`config.mk`:
```
export PLATFORM = sky130hd
export DESIGN_NAME = stepper_cpu_oci_dct_capture
export DESIGN_NICKNAME = d
export VERILOG_FILES = /design/src/rtl/stepper_cpu_oci_dct_capture.sv
export SDC_FILE = /design/constraint.sdc
export NUM_CORES = 1
export LEC_CHECK = 0
export ABC_AREA = 0
export CORE_UTILIZATION = 60
export CTS_CLUSTER_SIZE = 30
export DETAILED_ROUTE_END_ITERATION = 7
export PLACE_DENSITY = 0.79
export SLEW_MARGIN = 30
export SYNTH_ARGS = -nofsm -noshare
export SYNTH_HDL_FRONTEND = slang
export SYNTH_SLANG_ARGS = --single-unit
```
`constraint.sdc`:
```
create_clock -name clk -period 3.72 [get_ports clk]
set_input_delay 0.372 -clock clk [delete_from_list [all_inputs] [get_ports clk]]
set_output_delay 0.372 -clock clk [all_outputs]
set_load 0.01 [all_outputs]
```
`src/rtl/stepper_cpu_oci_dct_capture.sv`:
```
// rtl/stepper_cpu_oci_dct_capture.sv - OCI DCT trace capture FIFO with flush, abort and overflow reporting
// Optional per-entry cycle timestamp: define OCI_CAPTURE_TIMESTAMP_EN.
module stepper_cpu_oci_dct_capture #(
    parameter int FRAME_W = 30,
    parameter int COUNT_W = 4,
    parameter int DEPTH   = 16,
`ifdef OCI_CAPTURE_TIMESTAMP_EN
    localparam int TS_W   = 16,
`else
    localparam int TS_W   = 0,
`endif
    localparam int E      = COUNT_W + FRAME_W + TS_W
) (
    input  logic                     clk,
    input  logic                     reset_n,
    input  logic [FRAME_W-1:0]       dct_buffer,
    input  logic [COUNT_W-1:0]       dct_count,
    input  logic                     dct_valid,
    input  logic                     test_ending,
    input  logic                     test_has_ended,
    input  logic                     rd_ready,
    output logic                     rd_valid,
    output logic [E-1:0]             rd_data,
    output logic                     rd_last,
    output logic [$clog2(DEPTH):0]   fill_level,
    output logic                     overflow,
    output logic [7:0]               drop_count,
    output logic                     done
);

    localparam int AW = $clog2(DEPTH);
    localparam logic [AW:0] FULL_LVL = (AW+1)'(DEPTH);

    typedef enum logic [1:0] {
        CAPTURE = 2'd0,
        FLUSH   = 2'd1,
        DONE    = 2'd2
    } state_t;

    state_t          state;
    logic [AW-1:0]   wr_ptr;
    logic [AW-1:0]   rd_ptr;
    logic [E-1:0]    mem [DEPTH];
    logic [E-1:0]    wr_entry;

    logic            full;
    logic            wr_req;
    logic            pop;
    logic            wr_ok;
    logic            wr_drop;

`ifdef OCI_CAPTURE_TIMESTAMP_EN
    logic [15:0]     ts;

    always_ff @(posedge clk or negedge reset_n) begin
        if (!reset_n)
            ts <= 16'd0;
        else
            ts <= ts + 16'd1;
    end

    assign wr_entry = {ts, dct_count, dct_buffer};
`else
    assign wr_entry = {dct_count, dct_buffer};
`endif

    assign full     = (fill_level == FULL_LVL);
    assign rd_valid = (fill_level != '0) && (state != DONE);
    assign rd_last  = rd_valid && (state == FLUSH) && (fill_level == (AW+1)'(1));
    assign rd_data  = rd_valid ? mem[rd_ptr] : '0;

    // Abort wins over everything, so it gates both the read and write sides.
    assign pop     = rd_valid && rd_ready && !test_has_ended;
    assign wr_req  = (state == CAPTURE) && !test_has_ended && dct_valid && (dct_count != '0);
    assign wr_ok   = wr_req && (!full || pop);
    assign wr_drop = wr_req && full && !pop;

    always_ff @(posedge clk) begin
        if (wr_ok)
            mem[wr_ptr] <= wr_entry;
    end

    always_ff @(posedge clk or negedge reset_n) begin
        if (!reset_n) begin
            state      <= CAPTURE;
            wr_ptr     <= '0;
            rd_ptr     <= '0;
            fill_level <= '0;
            overflow   <= 1'b0;
            drop_count <= 8'd0;
            done       <= 1'b0;
        end else if (state != DONE) begin
            if (test_has_ended) begin
                state      <= DONE;
                done       <= 1'b1;
                wr_ptr     <= '0;
                rd_ptr     <= '0;
                fill_level <= '0;
            end else begin
                if (wr_ok)
                    wr_ptr <= wr_ptr + AW'(1);
                if (pop)
                    rd_ptr <= rd_ptr + AW'(1);
                if (wr_ok && !pop)
                    fill_level <= fill_level + (AW+1)'(1);
                else if (!wr_ok && pop)
                    fill_level <= fill_level - (AW+1)'(1);
                if (wr_drop) begin
                    overflow <= 1'b1;
                    if (drop_count != 8'hFF)
                        drop_count <= drop_count + 8'd1;
                end
                case (state)
                    CAPTURE: if (test_ending) state <= FLUSH;
                    FLUSH: begin
                        if (fill_level == '0) begin
                            state <= DONE;
                            done  <= 1'b1;
                        end
                    end
                    default: ;
                endcase
            end
        end
    end

endmodule

```
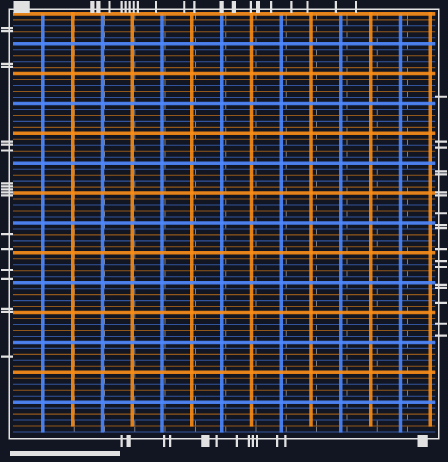
run_1/pdn.png
Bar = 50 µm. Pins as bars on the die edge. Tap cells in grey.
- blue: VSS
- orange: VDD
- tap cells: 468
- met4 straps: 14

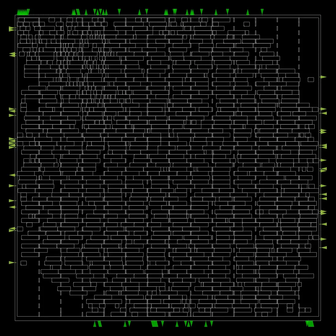
run_1/final_placement.png
post-route core utilization: 71.0%
fraction of area in registers: 65.3%
Tap Count: 468

==> impl_metrics.yaml, run 1 <==
# flow metrics
synth:
  yosys_warnings: 0
  mean_instance_size_in_the_synthesized_netlist_um2: 22.8
  proportion_of_netlist_area_held_by_the_largest_area_contributor_pct: 73.2
  yosys.cell_count.top_type: "edfxtp_1"
  synth-compound-area-share_pct: 1.06
  yosys.stat.chipArea_um2: 22300
  ys_seq_share_pct: 76.0
  ys_top_cells_by_area: "edfxtp_1, mux4_2, dfrtp_1"
  synth_area_um2: 22300
  number_of_nets_in_the_synthesized_netlist: 1027
  post_synth_main_logic_family: "multiplexers"
  adder_share_pct: 0.561
  synth-edff-count: 544
floorplanning:
  floorplan.die.height_um: 195
  fp_util_pct: 61.0
detailed_routing:
  drcViolationCount: 0
  final_antenna_net_count: 0
  routed_wl_um: 49700
  dr.max_layer_used: "met5"
  dr_wl_met2_um: 25800
  m1WireLength_um: 19000
  post_drt_wl_per_cell_um: 30.4
global_route:
  grt_max_degree: 41
  grt_util_all_layers_pct: 26.9
  grt_antenna_before_repair: 1
final_timing:
  maxSlewViolCount: 0
  tightest_slew_ps: 752
  timing.final.setup_violations: 0
setup_path:
  crit_path_required_time_ps: 3350
  crit_path_cell_trace: "inv_1, ha_1, or4b_1, nand2_4, buf_4, nor2b_1, clkdlybuf4s50_1"
power_and_ir_drop:
  leakage_component_of_the_power_nw: 8.57
  top_power_group: "sequential cells"
  seq-power_mw: 7.04
  seq_power_share_pct: 56.8
  pwr-share-comb_pct: 1.9
  power.total_mw: 12.4
clock_tree:
  cts_inserted_buffers: 53
  clock_tree_from_tritoncts: "done"
  cts.clk_slew.worst_paths_ps: 60
finish:
  sequential_cell_area_um2: 17000
placement:
  dpl_cell_area_um2: 24200
status:
  run_status: "finished clean"
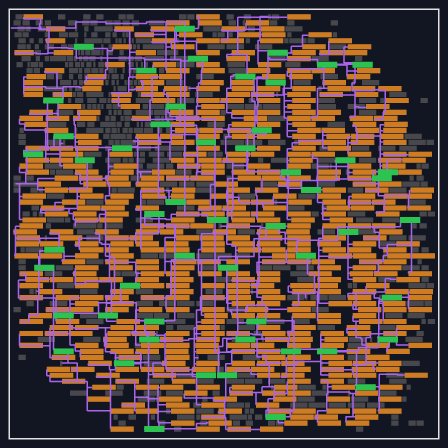
run_1/clock_map.png
- orange: flip-flops (count 569)
- purple: clock wires (length 5930 µm)
- green: cells driving clock nets (count 53)
- routed clock nets: 54
- flops lie: widely spread

## run 1: registers in the layout, indices dropped and copies added, names as in the netlist
| register | cells |
|---|---|
| mem | 544 |
| drop_count | 8 |
| fill_level | 5 |
| rd_ptr | 4 |
| wr_ptr | 4 |
| state | 2 |
| done | 1 |
| overflow | 1 |
## run 1: layout make-up
cell class | instances | share of cell area (%)
Clock inverter | 32 | 0.862
Timing Repair Buffer | 140 | 6.32
Clock buffer | 63 | 5.41
Antenna cell | 1 | 0.00963
Inverter | 10 | 0.144
Multi-Input combinational cell | 350 | 19.7
Sequential cell | 569 | 65.3
Tap cell | 468 | 2.25
## run 1: repair_timing
item | 4_1_cts | 5_1_grt
resized | 0 | 1
buffers inserted | 5 | 1
pin swaps | 0 | 0
endpoints found under the setup margin | 31 | 16
run_1/metal_stack.png
Bar = 50 µm. Only two layers are drawn.
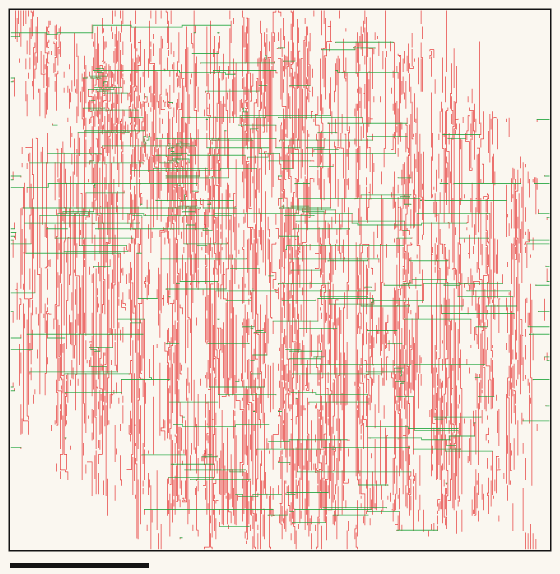

==> inputs of run 2 (changes only) <==
Settings changed: CTS_CLUSTER_SIZE 30 to 25, SETUP_SLACK_MARGIN set to 0.05, SLEW_MARGIN 30 to 20.
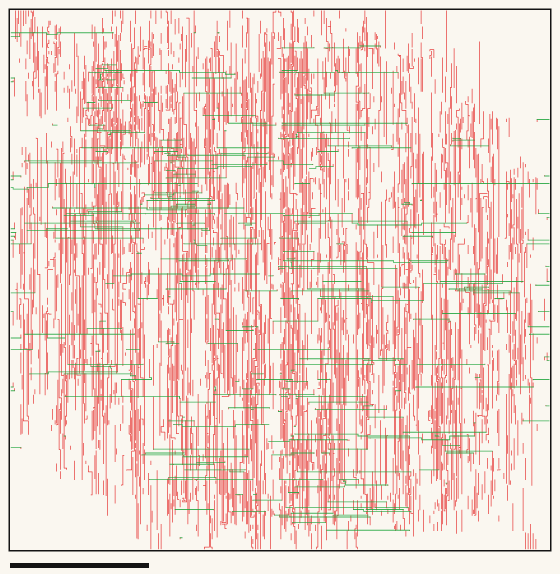
run_2/metal_stack.png
Bar = 50 µm. Only two layers are drawn.
- green: met3 (wire length 3940 µm)
- red: met2 (wire length 25.9 mm)

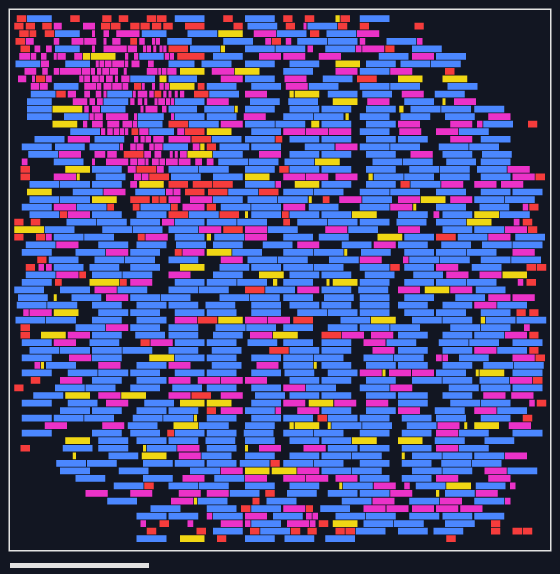
run_2/cell_classes.png
Bar = 50 µm.
- yellow: clock drivers and dummy loads (cells 95; share of their area 6.4%)
- magenta: all other logic (cells 360; share of their area 20%)
- blue: flops (cells 569; share of their area 67%)
- red: other buffers and delay cells (cells 142; share of their area 6.5%)

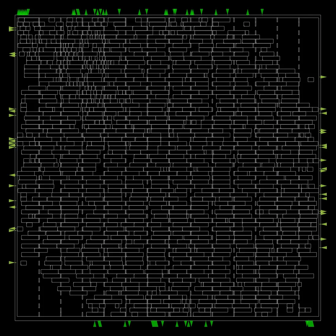
run_2/final_placement.png
post-route core utilization: 71.0%
fraction of area in registers: 65.3%
fill cell instance count of the final layout: 2087

==> impl_metrics.yaml, run 2 <==
# flow metrics
status:
  run_status: "finished clean"
synth:
  synthDominantAreaCellType: "edfxtp_1"
  mean_instance_size_in_the_synthesized_netlist_um2: 22.8
  number_of_cells_in_the_yosys_synthesis_report: 977
  post_synth_main_logic_family: "multiplexers"
  yosys.area_share.simple_pct: 3.37
  adder_share_pct: 0.561
  synth-edff-count: 544
  synthXorXnorAreaFrac_pct: 0.314
  ys_seq_elements: 569
  syn-instance-count: 977
  ys_seq_share_pct: 76.0
  ys_top_cells_by_area: "edfxtp_1, mux4_2, dfrtp_1"
  yosys.cell_count.top_type: "edfxtp_1"
  synth_area_um2: 22300
  yosys_warnings: 0
  synth-compound-area-share_pct: 1.06
  number_of_nets_in_the_synthesized_netlist: 1027
  yosys.stat.chipArea_um2: 22300
  proportion_of_netlist_area_held_by_the_largest_area_contributor_pct: 73.2
clock_tree:
  cts_buffer_depth: 3
  clock_tree_from_tritoncts: "done"
  postCtsSetupBuffers: 6
  cts.htree.levels: 2
  worstSkewPairLatency_ps: 590
  cts_inserted_buffers: 53
  hold_buffers: 0
  postCtsResizedCells: 1
  clockRootBuffer: "clkbuf_16"
  cts.clk_slew.worst_paths_ps: 60
final_timing:
  finalCriticalPeriod_ps: 3520
  largest_clock_skew_in_the_final_design_ps: 22.6
  layout_setup_ws_ps: 197
  maxSlewViolCount: 0
  hold_ws_ps: 157
  timing.final.setup_violations: 0
  tightest_slew_ps: 743
  setup_repair_after_global_routing_missed_its_margin: "no"
detailed_routing:
  dr.max_layer_used: "met5"
  drtPass1Iterations: 5
  m1WireLength_um: 18900
  vias: 10700
  drcViolationCount: 0
  final_antenna_net_count: 0
  post_drt_wl_per_cell_um: 30.4
  routed_wl_um: 49700
  number_of_design_rule_violations_left_by_the_first_detailed_router_iteration: 1114
  dr_wl_met2_um: 25900
flow_run:
  warning_total_across_the_stage_logs: 32
global_route:
  grt_max_degree: 41
  grt_antenna_before_repair: 2
  grt_util_all_layers_pct: 27.1
power_and_ir_drop:
  combinationalPower_mw: 0.239
  clockPowerShare_pct: 41.4
  top_power_group: "sequential cells"
  seq-power_mw: 7.04
  worst_ir_drop_vdd_mv: 0.389
  power.density_cell_area_nw_per_um2: 478
  leakage_component_of_the_power_nw: 8.58
  pwr-share-comb_pct: 1.9
  power.total_mw: 12.4
  seq_power_share_pct: 56.7
finish:
  final_cell_mix: "edfxtp_1, mux4_2, clkdlybuf4s50_1"
  reg.largest.list: "mem: 544 flops, drop_count: 8 flops, fill_level: 5 flops"
  largest_register: "mem"
  net_count_of_the_finished_layout: 1176
  largest_reg_flops: 544
placement:
  instance_count_after_placement_with_tap_cells_included: 1531
  final_weighted_congestion_of_routability_driven_global_placement: 0.828
  dpl_cell_area_um2: 24200
worst_hold_path:
  worst_hold_path_type: "in -> async"
floorplanning:
  floorplan.die.height_um: 195
  fp.dieW_um: 195
  num_rows: 70
  fp_util_pct: 61.0
setup_path:
  r2r_start: "fill_level[0]"
  path_max_fanout: 26
  crit_path_required_time_ps: 3350
  crit_path_cell_trace: "buf_12, buf_12, mux4_2, mux4_2, nor2b_1, clkdlybuf4s50_1"
[run 2: cell type report]
cell class	count	area [µm²]	share of cell area, %
flip-flops and latches	569	17000	65.3
clock buffers	63	1410	5.41
multi-input cells	350	5110	19.7
clock inverters	32	224	0.862
inverters	10	37.5	0.144
repair buffers	142	1640	6.33
well taps	468	586	2.25
diodes	2	5.00	0.0193
[run 2: how the worst max path moves through the flow]
stage / startpoint / to / slack, ps / cells past startpoint
floorplan: fill_level[0] / mem[0][0] / 720 / 7
global route: rd_ptr[0] / rd_data[18] / 120 / 6
global placement: rd_ptr[0] / rd_data[20] / 510 / 5
CTS: fill_level[0] / rd_data[10] / 130 / 7
detailed placement: rd_ptr[0] / rd_data[18] / 460 / 5
finish: rd_ptr[0] / rd_data[0] / 200 / 6
run_2/clock_map.png
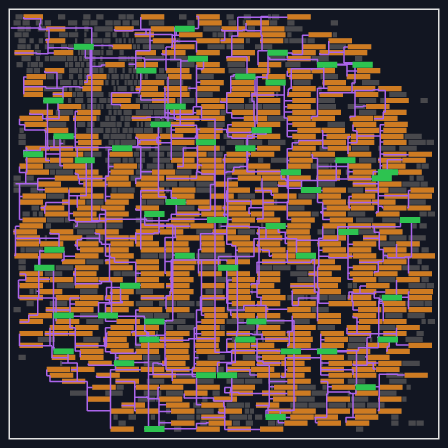

==> inputs of run 3 (changes only) <==
Settings changed: CELL_PAD_IN_SITES_DETAIL_PLACEMENT set to 1, CELL_PAD_IN_SITES_GLOBAL_PLACEMENT set to 1, CORE_UTILIZATION 60 to 54, PLACE_DENSITY 0.79 to not set, PLACE_DENSITY_LB_ADDON set to 0.1.
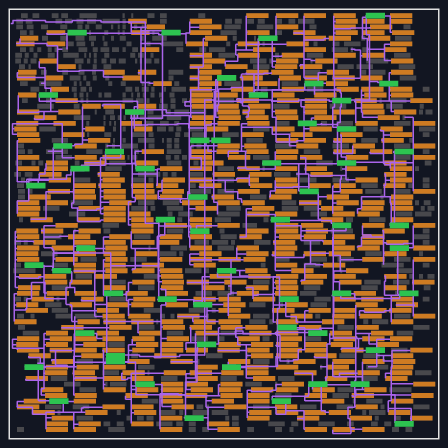
run_3/clock_map.png
- green: cells driving clock nets (count 57)
- orange: flip-flops (count 569)
- purple: clock wires (length 6560 µm)
- flops lie: widely spread
- routed clock nets: 58

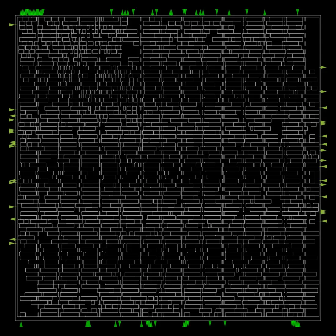
run_3/final_placement.png
sequential cell count: 569
final cell count without fillers: 1715
post-route core utilization: 64.7%

==> impl_metrics.yaml, run 3 <==
# flow metrics
status:
  run_status: "finished clean"
power_and_ir_drop:
  leakage_component_of_the_power_nw: 8.76
final_timing:
  layout_setup_ws_ps: 194
  setup_repair_after_global_routing_missed_its_margin: "no"
  tightest_slew_ps: 904
  hold_ws_ps: 268
detailed_routing:
  dr_wl_met2_um: 26000
  drtPass1Iterations: 5
  post_drt_wl_per_cell_um: 29.9
  number_of_design_rule_violations_left_by_the_first_detailed_router_iteration: 869
  final_antenna_net_count: 0
  vias: 10600
clock_tree:
  clock_tree_from_tritoncts: "done"
  cts_buffer_depth: 3
  worstSkewPairLatency_ps: 610
  clockRootBuffer: "clkbuf_16"
  hold_buffers: 0
global_route:
  grt_util_all_layers_pct: 25.3
  grt_max_degree: 38
  grt_antenna_before_repair: 0
finish:
  layout.comb_gates.multi_input: 350
  logic_area_um2: 5120
  signal_buffer_area_fraction_pct: 6.14
  layout.area.top_class: "sequential cells"
  clock_buffers: 64
  antennaDiodeCount: 0
  sequential_cell_area_um2: 17000
  final_cell_mix: "edfxtp_1, mux4_2, clkdlybuf4s50_1"
  largest_reg_flops: 544
  final-clk-cell-share_pct: 7.61
  reg.largest.list: "mem: 544 flops, drop_count: 8 flops, fill_level: 5 flops"
  area.share.sequential_pct: 64.2
setup_path:
  critical_path_depth: 6
  path_max_fanout: 24
  crit_path_required_time_ps: 3350
  critical_path.startpoint: "rd_ptr[0]"
  crit_path_cell_trace: "buf_12, buf_12, mux4_2, mux4_2, nor2b_1, clkdlybuf4s50_1"
synth:
  ys_seq_elements: 569
  proportion_of_netlist_area_held_by_the_largest_area_contributor_pct: 73.2
  synth-edff-count: 544
  yosys.stat.chipArea_um2: 22300
  number_of_nets_in_the_synthesized_netlist: 1027
  yosys_warnings: 0
  syn-instance-count: 977
  yosys.cell_count.top_type: "edfxtp_1"
placement:
  instance_count_after_placement_with_tap_cells_included: 1600
  dpl_cell_area_um2: 24300
floorplanning:
  floorplan.die.height_um: 205
  fp_util_pct: 54.7
  fp.dieW_um: 205
flow_run:
  warning_total_across_the_stage_logs: 32
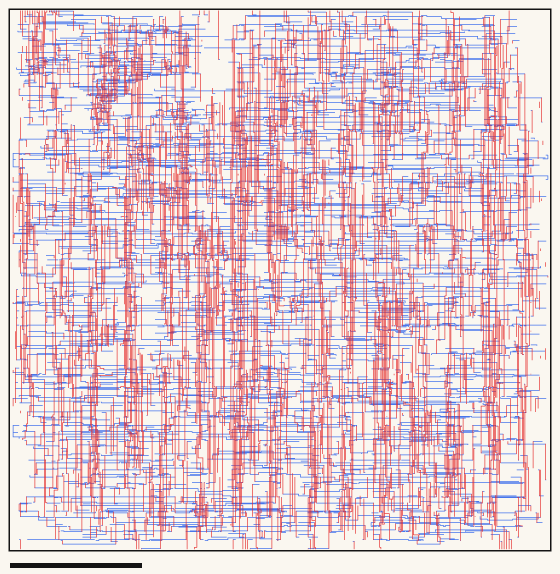
run_3/metal_stack.png
Bar = 50 µm. Only two layers are drawn.
- red: met2 (wire length 26.0 mm)
- blue: met1 (wire length 21.3 mm)

-- run 3: kinds of logic (layout without fill, tap and decap cells) --
logic type	after synthesis	after routing	share of synthesized area (%)
DFF	569	569	76.0
muxes	177	177	17.5
and+or+nand+nor	121	121	3.37
buffers and inverters	58	264	1.23
AOI/OAI and AO/OA	34	34	1.06
adders and majority gates	10	10	0.561
xor gates and xnor gates	8	8	0.314
-- run 3: power by group --
part,internal (mW),switching (mW)
combinational,0.0932,0.155
sequential,7.02,0.0176
clock,3.77,2.39
total,10.9,2.57
-- run 3: what timing repair did --
action / 4_1_cts / 5_1_grt
buffers inserted: 8 / 0
gates resized: 1 / 1
setup endpoints to repair: 32 / 2
Power is estimated from default activity; no workload was simulated.
